`config.mk`:
```
export PLATFORM = sky130hd
export DESIGN_NAME = debounce_edge
export DESIGN_NICKNAME = d
export VERILOG_FILES = /design/src/rtl/debounce_edge_pkg.sv /design/src/rtl/debounce_edge_d_ff_r.sv /design/src/rtl/debounce_edge.sv
export SDC_FILE = /design/constraint.sdc
export NUM_CORES = 1
export LEC_CHECK = 0
export CAP_MARGIN = 25
export CORE_AREA = 8 8 45 47
export DETAILED_ROUTE_END_ITERATION = 7
export DIE_AREA = 0 0 53 55
export DONT_BUFFER_PORTS = 1
export PLACE_DENSITY = 0.37
export SKIP_LAST_GASP = 1
export SLEW_MARGIN = 20
export SYNTH_ARGS = -nofsm -noshare
export SYNTH_HDL_FRONTEND = slang
export SYNTH_SLANG_ARGS = --single-unit
```
`constraint.sdc`:
```
create_clock -name clk -period 2.6 [get_ports clk]
set_input_delay 0.26 -clock clk [delete_from_list [all_inputs] [get_ports clk]]
set_output_delay 0.26 -clock clk [all_outputs]
set_load 0.02 [all_outputs]
```
`src/rtl/debounce_edge_pkg.sv`:
```
// Shared types for the debounce_edge block: the two-state qualification FSM encoding.
package debounce_edge_pkg;

    typedef enum logic {
        ST_STABLE   = 1'b0,
        ST_COUNTING = 1'b1
    } state_e;

endpackage

```
`src/rtl/debounce_edge_d_ff_r.sv`:
```
// Plain D flip-flop with asynchronous active-low reset to a parameterised level.
// Used for the input synchronizer and reusable by downstream sequential stages.
module d_ff_r #(
    parameter logic RESET_VAL = 1'b0
) (
    input  logic clk,
    input  logic rst_n,
    input  logic d,
    output logic q
);

    // NOTE: state flops always use non-blocking (<=) so every flop samples pre-edge values.
    always_ff @(posedge clk or negedge rst_n) begin
        if (!rst_n) q <= RESET_VAL;
        else        q <= d;
    end

endmodule

```
`src/rtl/debounce_edge.sv`:
```
// Two-flop synchronizer plus stability-qualification FSM for a bouncy asynchronous input;
// produces a clean registered level and one-cycle rise/fall pulses.
module debounce_edge
    import debounce_edge_pkg::*;
#(
    parameter int unsigned STABLE_CYCLES = 4,
    parameter int unsigned CNT_W         = 3,
    parameter logic        RESET_LEVEL   = 1'b0
) (
    input  logic clk,
    input  logic rst_n,
    input  logic din,
    output logic dout,
    output logic rise,
    output logic fall,
    output logic busy
);

    localparam logic [CNT_W-1:0] CNT_LAST = CNT_W'(STABLE_CYCLES - 1);

    logic s1;
    logic s2;

    state_e           state_q, state_d;
    logic [CNT_W-1:0] cnt_q,   cnt_d;
    logic             dout_q,  dout_d;
    logic             rise_q,  rise_d;
    logic             fall_q,  fall_d;

    d_ff_r #(.RESET_VAL(RESET_LEVEL)) u_sync1 (
        .clk   (clk),
        .rst_n (rst_n),
        .d     (din),
        .q     (s1)
    );

    d_ff_r #(.RESET_VAL(RESET_LEVEL)) u_sync2 (
        .clk   (clk),
        .rst_n (rst_n),
        .d     (s1),
        .q     (s2)
    );

    // NOTE: every always_comb output gets a default first, so no path can infer a latch.
    always_comb begin
        state_d = state_q;
        cnt_d   = cnt_q;
        dout_d  = dout_q;
        rise_d  = 1'b0;
        fall_d  = 1'b0;

        case (state_q)
            ST_STABLE: begin
                if (s2 != dout_q) begin
                    state_d = ST_COUNTING;
                    cnt_d   = CNT_W'(1);
                end else begin
                    cnt_d   = '0;
                end
            end
            ST_COUNTING: begin
                if (s2 == dout_q) begin
                    // Candidate reverted before qualifying: drop it silently.
                    state_d = ST_STABLE;
                    cnt_d   = '0;
                end else if (cnt_q == CNT_LAST) begin
                    state_d = ST_STABLE;
                    cnt_d   = '0;
                    dout_d  = s2;
                    rise_d  = s2;
                    fall_d  = ~s2;
                end else begin
                    cnt_d   = cnt_q + CNT_W'(1);
                end
            end
            default: begin
                state_d = ST_STABLE;
                cnt_d   = '0;
            end
        endcase
    end

    always_ff @(posedge clk or negedge rst_n) begin
        if (!rst_n) begin
            state_q <= ST_STABLE;
            cnt_q   <= '0;
            dout_q  <= RESET_LEVEL;
            rise_q  <= 1'b0;
            fall_q  <= 1'b0;
        end else begin
            state_q <= state_d;
            cnt_q   <= cnt_d;
            dout_q  <= dout_d;
            rise_q  <= rise_d;
            fall_q  <= fall_d;
        end
    end

    assign dout = dout_q;
    assign rise = rise_q;
    assign fall = fall_q;
    assign busy = (state_q == ST_COUNTING);

endmodule

```
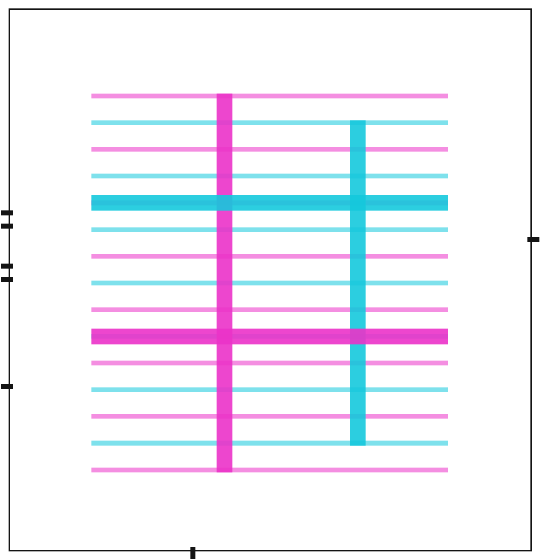
*Supply network*
Pins as bars on the die edge.
| net | color |
|---|---|
| VSS | magenta |
| VDD | cyan |
rows: 14
met5 straps: 2
signal pins: 7
die y size: 55 um
Peak VDD IR: 0.384 mV
Die W: 53 um
core footprint: 1380 um2

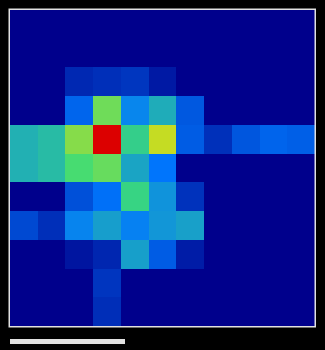
*Wiring heat map*
Bar = 20 um. The die is cut into 11 by 11 equal tiles; dark blue is low, red is high, scaled to the fullest tile. Values are wire area over tile area, all layers added.
tiles over half the peak: 5.0%
fullest tile: 0.29
mean over tiles: 0.031
nearly empty tiles: 63%
Total Routed Length: 531 um
vias: 176
drt wl/cell: 12.3 um
GRT Util Overall: 0.0407

==> ci_impl_report.md <==
### Yosys + OpenROAD results

| Metric | Value |
|---|---|
| Full die area | `a little under 3000 um2` |
| Setup Buffers After CTS | `0` |
| CP Launch Type | `register` |
| CP max stage delay | `between 0.3 and 0.4 ns` |
| Synth Seq Share | `0.657` |
| Port Buf Inserts | `0` |
| Flop share of the area | `0.564` |
| Mapped Cells | `22` |
| Layout clock buffers | `4` |
| Leak | `0.178 nW` |
| CP Max Fanout | `4` |
| Reg2reg end | `dout` |
| Share of layout cells above drive strength 1 | `0.296` |
| Post-CTS Hold Fix Bufs | `1` |
| Top cell family by delay on the critical path | `flip-flops` |
| Top FF cell, synth | `dfrtp_1` |
| Max-area cell class | `flip-flops and latches` |
| Top cells by area | `dfrtp_1 66%, nor3b_2 7.3%, mux2_4 4.4%, nor3b_1 4.4%, nor2b_4 4.0%` |
| #FFs+latches synth | `9` |
| Clock buffer depth | `2` |
| WHS | `0.0321 ns` |
| Flip-flops | `9` |
| Flip-flop and latch area | `225 um2` |
| Power per Cell Area | `1030 nW/um2` |
| Clk slew on worst S/H paths | `0.06 ns` |
| DR iter-0 viols | `0` |
| Post-Synthesis Net Count | `26` |
| Count leader, synth | `dfrtp_1` |
| Post-synth EDFFs | `0` |
| Log Warnings | `26` |
| Mapped Avg Cell Area | `15.6 um2` |
| Number of cells in Yosys stat | `22` |
| YS chip area | `343 um2` |
| Logic area | `118 um2` |
| Netlist Area Pre-Place | `343 um2` |
| Register-to-Register Setup Slack | `1.33 ns` |
| Post-synth top area share | `0.657` |
| Worst reg2reg path depth | `4` |
| TritonCTS Sinks | `9` |
| Synth area leader | `dfrtp_1` |
| Fillcell total | `146` |
| Drt drc | `0` |
| Status | `finished clean` |
| Clk root buf | `clkbuf_4` |
| Cell row count | `14` |
| First-pass GRT wire length | `about 790 um` |
| Worst Max-Slew Pin Slew | `0.408 ns` |
| Final min period | `1.27 ns` |
| Worst r2r src | `cnt_q[0]` |
| Initial Util | `0.248` |
| GRT overflow | `0` |
| Worst Hold End | `u_sync1.q` |
| Final tally of max-slew violations | `0` |
| Net Sw Frac | `0.319` |
| Setup violators final | `0` |
| Post-route ant nets | `0` |
| Relative slew slack | `0.727` |
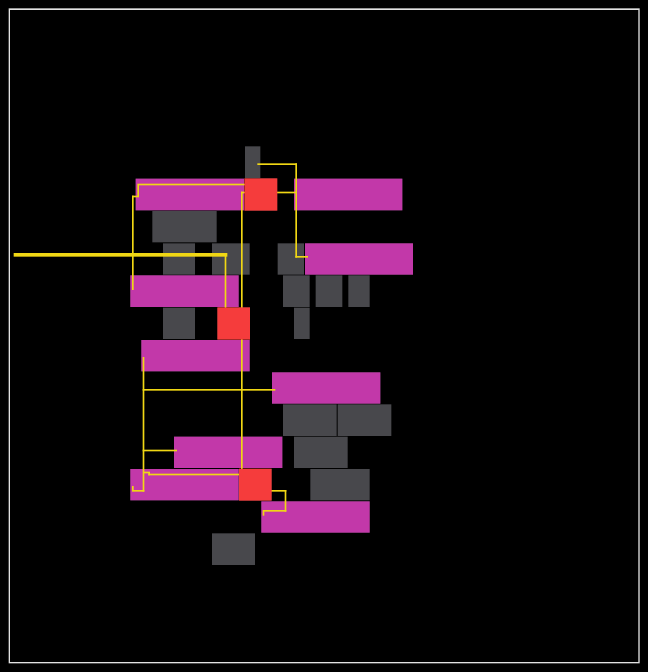
*Clock network drawn from the DEF*
[clock wires] yellow | length: 123 um
[clock drivers] red | count: 3
[flip-flops] magenta | count: 9
routed clock nets: 4
Max Clock Skew: 0.00164 ns
clk pwr: 0.000104 W
worst-skew pair later-pin latency: 0.25 ns
clock network power share: 0.252

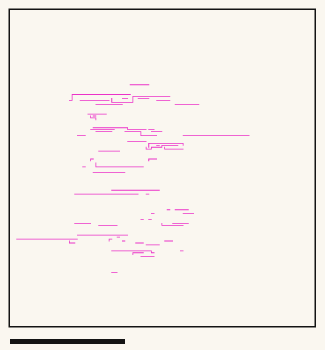
*Metal 1*
Bar = 20 um.
longest straight run: 11.5 um
main direction: horizontal
nets with wire on the layer: 28
met1 Track Usage GR: 0.0388

## cells in the final DEF (no fill, tap or decap), drive strengths merged
cell type	count
and2	2
clkbuf	4
dfrtp	9
dlygate4sd3	1
ha	1
mux2	1
nand2	2
nor2b	1
nor3b	4
o21ai	1
xor2	1
## registers in the layout, indices dropped and copies added, names as in the netlist
signal     flops
fall           1
rise           1
cnt_q          3
u_sync1.q      1
busy           1
dout           1
u_sync2.q      1
## worst max path at each step
stage / from / end / cells past startpoint
2_1_floorplan: cnt_q[0] / dout / 4
3_3_place_gp: cnt_q[0] / dout / 4
3_5_place_dp: cnt_q[0] / dout / 4
4_1_cts: cnt_q[0] / dout / 4
5_1_grt: cnt_q[0] / dout / 4
6_report: cnt_q[0] / dout / 4
## routing by layer
layer | vias up | part of all wire | GRT usage
met5 | - | 0 | 0
met4 | 0 | 0 | 0.0388
met3 | 0 | 0.14 | 0.0321
met2 | 6 | 0.47 | 0.0547
met1 | 86 | 0.40 | 0.0388
li1 | 84 | - | -
## kinds of logic (layout without fill, tap and decap cells)
logic type	count (synthesis)	count (layout)	share of synthesized area
xor gates and xnor gates	1	1	0.0256
adders and majority gates	1	1	0.0365
DFF	9	9	0.657
buffers and inverters	0	5	0
AOI/OAI and AO/OA	1	1	0.0146
and+or+nand+nor	9	9	0.223
muxes	1	1	0.0438
## per-stage QoR
| step | total power [W] | area, um2 | utilization | setup WS, ns |
|---|---|---|---|---|
| after floorplan | 0.000291 | 343 | - | 1.40 |
| after global placement | 0.000306 | 363 | 0.262 | 1.34 |
| after global routing | 0.000447 | 399 | 0.288 | 1.29 |
| final | 0.000412 | 399 | 0.288 | 1.33 |
| after detailed placement | 0.000310 | 363 | 0.262 | 1.33 |
| after CTS | 0.000421 | 399 | 0.288 | 1.32 |
Power and IR drop assume default switching activity.
